## config.mk

```make
export PLATFORM = sky130hd
export DESIGN_NAME = gate_sched_ctrl
export DESIGN_NICKNAME = d
export VERILOG_FILES = /design/src/rtl/gate_sched_pkg.sv /design/src/rtl/rr_arbiter.sv /design/src/rtl/gate_sched_ctrl.sv
export SDC_FILE = /design/constraint.sdc
export NUM_CORES = 1
export LEC_CHECK = 0
export ABC_AREA = 1
export CAP_MARGIN = 30
export CORE_MARGIN = 1
export CORE_UTILIZATION = 58
export DETAILED_ROUTE_END_ITERATION = 8
export PLACE_DENSITY_LB_ADDON = 0.3
export SYNTH_ARGS = -nofsm -noshare
export SYNTH_HDL_FRONTEND = slang
export SYNTH_SLANG_ARGS = --single-unit
```

## constraint.sdc

```tcl
create_clock -name clk -period 2.8 [get_ports clk]
set_input_delay 0.42 -clock clk [delete_from_list [all_inputs] [get_ports clk]]
set_output_delay 0.42 -clock clk [all_outputs]
set_load 0.01 [all_outputs]
```

## src/rtl/gate_sched_pkg.sv

```systemverilog
// Shared types and constants for the gated-counter burst scheduler.
// Optional statistics output is enabled with the GATE_SCHED_STATS_EN macro.
package gate_sched_pkg;

  typedef enum logic [1:0] {
    ST_IDLE = 2'd0,
    ST_RUN  = 2'd1,
    ST_GAP  = 2'd2
  } state_t;

  localparam int GAP_W   = 4;
  localparam int STATS_W = 16;

endpackage

```

## src/rtl/rr_arbiter.sv

```systemverilog
// Round-robin one-hot picker. The search starts at the pointer; the pointer
// moves past the winner only when the caller strobes update.
module rr_arbiter
  import gate_sched_pkg::*;
#(
  parameter int NUM_REQ = 4
) (
  input  logic               clk,
  input  logic               rst,
  input  logic [NUM_REQ-1:0] req,
  input  logic               update,
  output logic [NUM_REQ-1:0] pick
);

  localparam int PTR_W = (NUM_REQ > 1) ? $clog2(NUM_REQ) : 1;
  localparam int SUM_W = PTR_W + 1;

  logic [PTR_W-1:0] ptr;
  logic [PTR_W-1:0] pick_idx;
  logic [SUM_W-1:0] idx_w;
  logic             found;

  always_comb begin
    pick     = '0;
    pick_idx = '0;
    found    = 1'b0;
    idx_w    = '0;
    for (int i = 0; i < NUM_REQ; i++) begin
      // Walk (ptr + i) mod NUM_REQ without a divider.
      idx_w = {1'b0, ptr} + SUM_W'(i);
      if (idx_w >= SUM_W'(NUM_REQ)) idx_w = idx_w - SUM_W'(NUM_REQ);
      if (!found && req[idx_w[PTR_W-1:0]]) begin
        pick[idx_w[PTR_W-1:0]] = 1'b1;
        pick_idx               = idx_w[PTR_W-1:0];
        found                  = 1'b1;
      end
    end
  end

  always_ff @(posedge clk) begin
    if (rst) begin
      ptr <= '0;
    end else if (update) begin
      ptr <= (pick_idx == PTR_W'(NUM_REQ - 1)) ? '0 : pick_idx + PTR_W'(1);
    end
  end

endmodule

```

## src/rtl/gate_sched_ctrl.sv

```systemverilog
// Round-robin burst scheduler driving the enable of a clock-gated counter,
// with a minimum gate-off gap between bursts. GATE_SCHED_STATS_EN adds gated_cycles.
module gate_sched_ctrl
  import gate_sched_pkg::*;
#(
  parameter int NUM_REQ = 4,
  parameter int BURST_W = 4,
  parameter int GAP_CYC = 2
) (
  input  logic               clk,
  input  logic               rst,
  input  logic [NUM_REQ-1:0] req,
  input  logic [BURST_W-1:0] burst_len,
  output logic               gate_en,
  output logic [NUM_REQ-1:0] grant,
  output logic               done,
  output logic               busy,
  output state_t             dbg_state
`ifdef GATE_SCHED_STATS_EN
  ,
  output logic [STATS_W-1:0] gated_cycles
`endif
);

  localparam logic [GAP_W-1:0]   GAP_LOAD = GAP_W'(GAP_CYC);
  localparam logic [BURST_W-1:0] ONE      = BURST_W'(1);

  state_t             state, state_d;
  logic [BURST_W-1:0] remain, remain_d, len_eff;
  logic [GAP_W-1:0]   gap_cnt, gap_d;
  logic [NUM_REQ-1:0] grant_d, pick;
  logic               arb_update, any_req, do_arb;

  assign any_req   = |req;
  assign len_eff   = (burst_len == '0) ? ONE : burst_len;
  assign dbg_state = state;

  rr_arbiter #(.NUM_REQ(NUM_REQ)) u_arb (
    .clk    (clk),
    .rst    (rst),
    .req    (req),
    .update (arb_update),
    .pick   (pick)
  );

  // remain counts enabled cycles left including the current one.
  always_comb begin
    state_d    = state;
    remain_d   = remain;
    gap_d      = gap_cnt;
    grant_d    = grant;
    arb_update = 1'b0;
    do_arb     = 1'b0;
    case (state)
      ST_IDLE: do_arb = 1'b1;
      ST_RUN: begin
        if (remain == ONE) begin
          if (GAP_CYC > 0) begin
            state_d  = ST_GAP;
            gap_d    = GAP_LOAD;
            grant_d  = '0;
            remain_d = '0;
          end else begin
            do_arb = 1'b1;
          end
        end else begin
          remain_d = remain - ONE;
        end
      end
      ST_GAP: begin
        grant_d = '0;
        if (gap_cnt == GAP_W'(1)) begin
          gap_d  = '0;
          do_arb = 1'b1;
        end else begin
          gap_d = gap_cnt - GAP_W'(1);
        end
      end
      default: state_d = ST_IDLE;
    endcase

    if (do_arb) begin
      if (any_req) begin
        state_d    = ST_RUN;
        grant_d    = pick;
        remain_d   = len_eff;
        arb_update = 1'b1;
      end else begin
        state_d  = ST_IDLE;
        grant_d  = '0;
        remain_d = '0;
      end
    end
  end

  // Outputs are computed from next-state values so every port is a flop.
  always_ff @(posedge clk) begin
    if (rst) begin
      state   <= ST_IDLE;
      remain  <= '0;
      gap_cnt <= '0;
      grant   <= '0;
      gate_en <= 1'b0;
      done    <= 1'b0;
      busy    <= 1'b0;
    end else begin
      state   <= state_d;
      remain  <= remain_d;
      gap_cnt <= gap_d;
      grant   <= grant_d;
      gate_en <= (state_d == ST_RUN);
      done    <= (state_d == ST_RUN) && (remain_d == ONE);
      busy    <= (state_d != ST_IDLE);
    end
  end

`ifdef GATE_SCHED_STATS_EN
  always_ff @(posedge clk) begin
    if (rst) begin
      gated_cycles <= '0;
    end else if (!gate_en && (gated_cycles != '1)) begin
      gated_cycles <= gated_cycles + STATS_W'(1);
    end
  end
`endif

endmodule

```

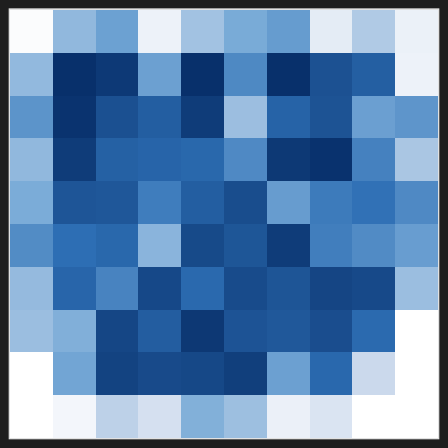
run_1/density.png
The die is cut into 10 by 10 equal tiles; white is low, dark blue is high, 0 to 100% covered.
nearly empty tiles: 6.0%
tiles over 75% full: 46%
mean over tiles: 61%
fullest tile: 100%
densest ninth of the die: centre

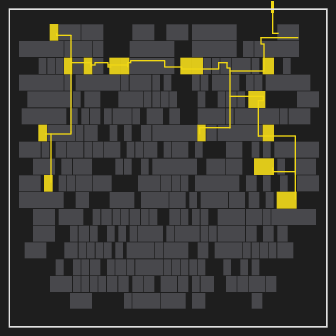
run_1/port_nets.png
| port | colour | bits | direction | end cells | buffers | wire |
|---|---|---|---|---|---|---|
| `rst` | yellow | 1 | input | 15 | 1 | 133 um |

==> results.yml, run 1 <==
# flow metrics
place:
  place_congestion: 0.927
cts:
  cts_root_buffer: "clkbuf_4"
  htree_levels: 1
  cts_resized: 0
  clk_latency_ns: 0.30
  holdBufCountCts: 0
final_layout:
  area_growth_syn_to_layout_pct: 16.7
  top_regs: "gap_cnt: 4 flops, grant: 4 flops, remain: 4 flops"
  final_util: 0.728
  fin_cells: 258
  buf_share: 0.114
  flops: 19
  clkbuf_count: 3
  non_clock_inverter_count: 30
  drive_gt1_frac: 0.113
  num-nonclk-buffers: 19
die:
  fp_util: 0.623
  die_x_um: 51.2
  pin_count: 19
  num_rows: 17
  die_h_um: 51.2
  taps: 28
synthesis:
  top_cells_by_count: "58 x nand2_1, 25 x nand3_1, 23 x inv_1"
  edf_count: 0
  ys_cells: 209
  synthArstFlopShare: 0
  flop_cell: "dfxtp_1"
  syn_avg_cell_area_um2: 6.72
  synth_area_um2: 1410
  simple_gate_share: 0.378
  ys_warn_count: 0
  top_cells_by_area: "dfxtp_1 27%, nand2_1 15%, ha_1 11%, nand3_1 8.9%, inv_1 6.1%"
  top_area_frac: 0.271
  top_logic_kind: "simple AND/OR/NAND/NOR gates"
power_and_ir_drop:
  p_total_mw: 1.31
  powerDensity_nw_per_um2: 802
  pg_clk_mw: 0.137
  pwr-share-clk: 0.104
  pg_comb_mw: 0.816
critical_path:
  crit_chain: "inv_1 > ha_1 > inv_1 > nand3_1 > nand2_1 > nor2_2 > nor2_1 > nand2_1 > nand3_1 > a21oi_1 > nor2_1"
  worstSetupStartpointType: "register"
  worstPathMaxFanout: 10
  cp-startpoint: "u_arb.ptr[1]$_SDFFE_PP0P_"
global_route:
  grt_use_met3: 0.0685
  grt_pass1_wl_um: 5180
  use_met1: 0.310
  grt_pass1_vias: 1314
  gr-usage-all-layers: 0.262
  antenna_found_initial: 0
detailed_routing:
  wire_per_inst_um: 11.9
  met1_length_um: 1420
  first_pass_iters: 4
  drt_iter0_markers: 37
  avgViaCountPerCell: 5.29
  wirelength_um: 3080
  wl_met3_um: 126
  vias: 1366
run_status:
  status: "completed"
sta:
  whs_ns: 0.477
  finalSetupViolations: 0
  layout_min_cycle_time_ns: 2.26
  tns_ns: 0
  rsz0062_at_grt: "no"
worst_hold_path:
  hold_end: "grant[2]$_SDFFE_PP0P_"
  holdCritStartpoint: "grant[2]$_SDFFE_PP0P_"
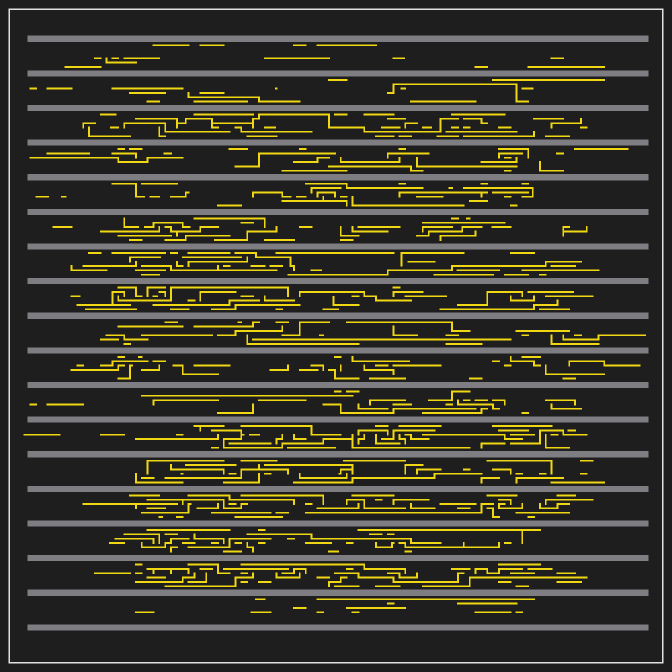
run_1/met1.png
Supply wires on this layer in grey.
longest straight run: 20.2 um
main direction: horizontal
wire length on this layer: 1420 um
nets with wire on the layer: 228

## Run 2: what changed since run 1
- CORE_UTILIZATION: 58 -> 54
- clock period: 2.8 -> 2.15 ns (I/O delays scaled with it)
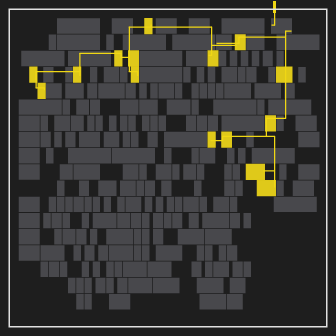
run_2/port_nets.png
| port | colour | bits | direction | end cells | buffers | wire |
|---|---|---|---|---|---|---|
| `rst` | yellow | 1 | input | 15 | 2 | 116 um |
I/O Buffers: 18
# IOs: 19

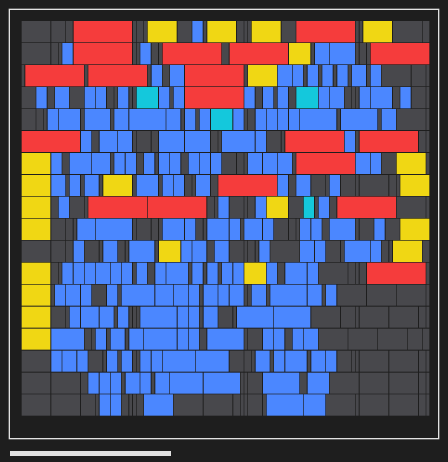
run_2/cell_classes.png
Scale bar: 20 um. Fill, decap, tap and diode cells in grey.
| class | colour | cells | share of their area |
|---|---|---|---|
| other buffers and delay cells | yellow | 22 | 13% |
| flops | red | 19 | 23% |
| clock drivers and dummy loads | cyan | 4 | 1.6% |
| all other logic | blue | 188 | 62% |
sequential cell area share: 0.229
Final Cell Area: 1660 um2
num rows: 18
final core occ: 0.672
Core Area: 2480 um2

==> run 2 against run 1 <==
Against the previous run: synthesized area is the same; synthesized cell count unchanged; register-to-register slack got worse by 0.28 ns; highest routed layer is now met3; final cell count up 1.9%; critical path depth is the same; non-clock buffer count is 3 higher; clock skew fell by 0.0076 ns; utilization down 5.6 points; maximum frequency increased by 19%; sequential cell count is the same; routed wire length is 7.9% lower; hold slack got worse by 0.0063 ns.
==> results.yml, run 2 <==
# flow metrics
worst_hold_path:
  holdCritStartpoint: "gap_cnt[1]$_SDFFE_PP0P_"
  hold_end: "gap_cnt[1]$_SDFFE_PP0P_"
critical_path:
  worstPathMaxFanout: 12
  worstSetupStartpointType: "register"
  worstSetupEndpointType: "register"
  crit_chain: "inv_6 > ha_1 > inv_1 > nand3_1 > nand2_1 > nor2_2 > nor2_1 > nand2_1 > nand3_1 > a21oi_1 > nor2_1"
  critPathKind: "reg2reg"
  cp-startpoint: "u_arb.ptr[0]$_SDFFE_PP0P_"
  slowest_stage: "dfxtp_1"
cts:
  clock_path_buffers: 2
  cts_inserted_buffers: 3
  cts_root_buffer: "clkbuf_4"
  cts_resized: 0
  holdBufCountCts: 0
  clk_latency_ns: 0.29
  cts_tree: "yes"
synthesis:
  synthArstFlopShare: 0
  ys_warn_count: 0
  edf_count: 0
  top_cells_by_area: "dfxtp_1 27%, nand2_1 15%, ha_1 11%, nand3_1 8.9%, inv_1 6.1%"
  top_logic_kind: "simple AND/OR/NAND/NOR gates"
  top_area_frac: 0.271
  syn_avg_cell_area_um2: 6.72
  flop_cell: "dfxtp_1"
  ys.flops: 19
  top_cells_by_count: "58 x nand2_1, 25 x nand3_1, 23 x inv_1"
  simple_gate_share: 0.378
  xor_share: 0.0187
  ys_cells: 209
  synth_area_um2: 1410
final_layout:
  flops: 19
  non_clock_inverter_count: 30
  top_regs: "gap_cnt: 4 flops, grant: 4 flops, remain: 4 flops"
  num-nonclk-buffers: 22
  area_growth_syn_to_layout_pct: 18.4
  clkbuf_count: 4
  drive_gt1_frac: 0.120
  fin_cells: 263
die:
  taps: 30
  fp_util: 0.567
  die_h_um: 53.0
power_and_ir_drop:
  pg_clk_mw: 0.176
  powerDensity_nw_per_um2: 1020
  p_seq_mw: 0.454
  pwr-share-clk: 0.104
  p_total_mw: 1.70
  power.leakage_nw: 0.778
sta:
  finalSetupViolations: 0
  tns_ns: 0
  finalClockPeriodUsage: 0.883
  whs_ns: 0.471
  rsz0062_at_grt: "no"
  layout_min_cycle_time_ns: 1.90
detailed_routing:
  first_pass_iters: 5
  met1_length_um: 1380
  vias: 1337
  avgViaCountPerCell: 5.08
  drt_iter0_markers: 39
  top_layer: "met3"
  wl_met3_um: 129
  wirelength_um: 2840
global_route:
  grt_pass1_vias: 1183
  grt_pass1_wl_um: 4910
  use_met1: 0.298
  grt_use_met3: 0.0575
  antenna_found_initial: 0
  grt_util_met2: 0.395
place:
  place_area_um2: 1640
  place_congestion: 0.831
run_status:
  status: "completed"
## Run 3: what changed since run 2
- SYNTH_HIERARCHICAL: default -> 1
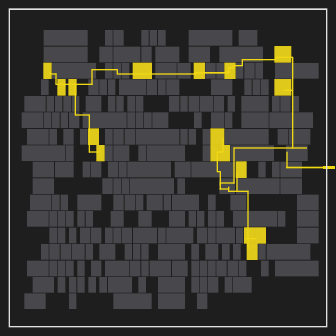
run_3/port_nets.png
| port | colour | bits | direction | end cells | buffers | wire |
|---|---|---|---|---|---|---|
| `rst` | yellow | 1 | input | 17 | 2 | 140 um |

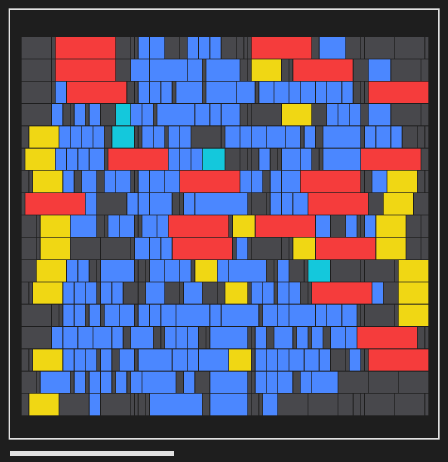
run_3/cell_classes.png
Scale bar: 20 um. Fill, decap, tap and diode cells in grey.
| class | colour | cells | share of their area |
|---|---|---|---|
| other buffers and delay cells | yellow | 23 | 14% |
| clock drivers and dummy loads | cyan | 4 | 1.7% |
| all other logic | blue | 188 | 61% |
| flops | red | 19 | 24% |

==> run 3 against run 2 <==
Against the previous run: cell area fell by 1.3%; clock power increased by 4%; synthesized cell count decreased by 0.48%; largest cell class unchanged; count of clock-buffer cells in the layout shrank 1; global-route usage increased by 1.2 points; non-clock buffer count grew 1; first-iteration DRC count decreased by 15%; final cell count decreased by 0.38%; largest power group unchanged; total power up 8.1%; maximum frequency grew 5.7%.
==> results.yml, run 3 <==
# flow metrics
run_status:
  status: "completed"
global_route:
  grt_util_met2: 0.404
  gr-usage-all-layers: 0.244
cts:
  clock_path_buffers: 2
  cts_tree: "yes"
  holdBufCountCts: 0
  cts_resized: 0
final_layout:
  drive_gt1_frac: 0.137
  sh_seq_area: 0.232
  area_growth_syn_to_layout_pct: 20.7
  design_area_um2: 1640
  non_clock_inverter_count: 31
  flops: 19
  num-nonclk-buffers: 23
  buf_share: 0.133
  fin_cells: 262
power_and_ir_drop:
  pg_comb_mw: 1.17
  p_total_mw: 1.84
synthesis:
  top_cells_by_count: "62 x nand2_1, 25 x inv_1, 19 x dfxtp_1, 19 x nor2_1"
  synth_area_um2: 1360
  top_area_frac: 0.279
  xor_share: 0.00643
  ys_cells: 208
  simple_gate_share: 0.400
  top_logic_kind: "simple AND/OR/NAND/NOR gates"
  syn_avg_cell_area_um2: 6.54
detailed_routing:
  avgViaCountPerCell: 5.33
sta:
  finalSetupViolations: 0
  whs_ns: 0.469
critical_path:
  slowest_stage: "dfxtp_1"
  worstPathMaxFanout: 4
die:
  taps: 28
  core-area_um2: 2300
  num_rows: 17
worst_hold_path:
  hold_end: "grant[1]$_SDFFE_PP0P_"
Power figures rest on the tool's default switching activity, not on a simulated workload.
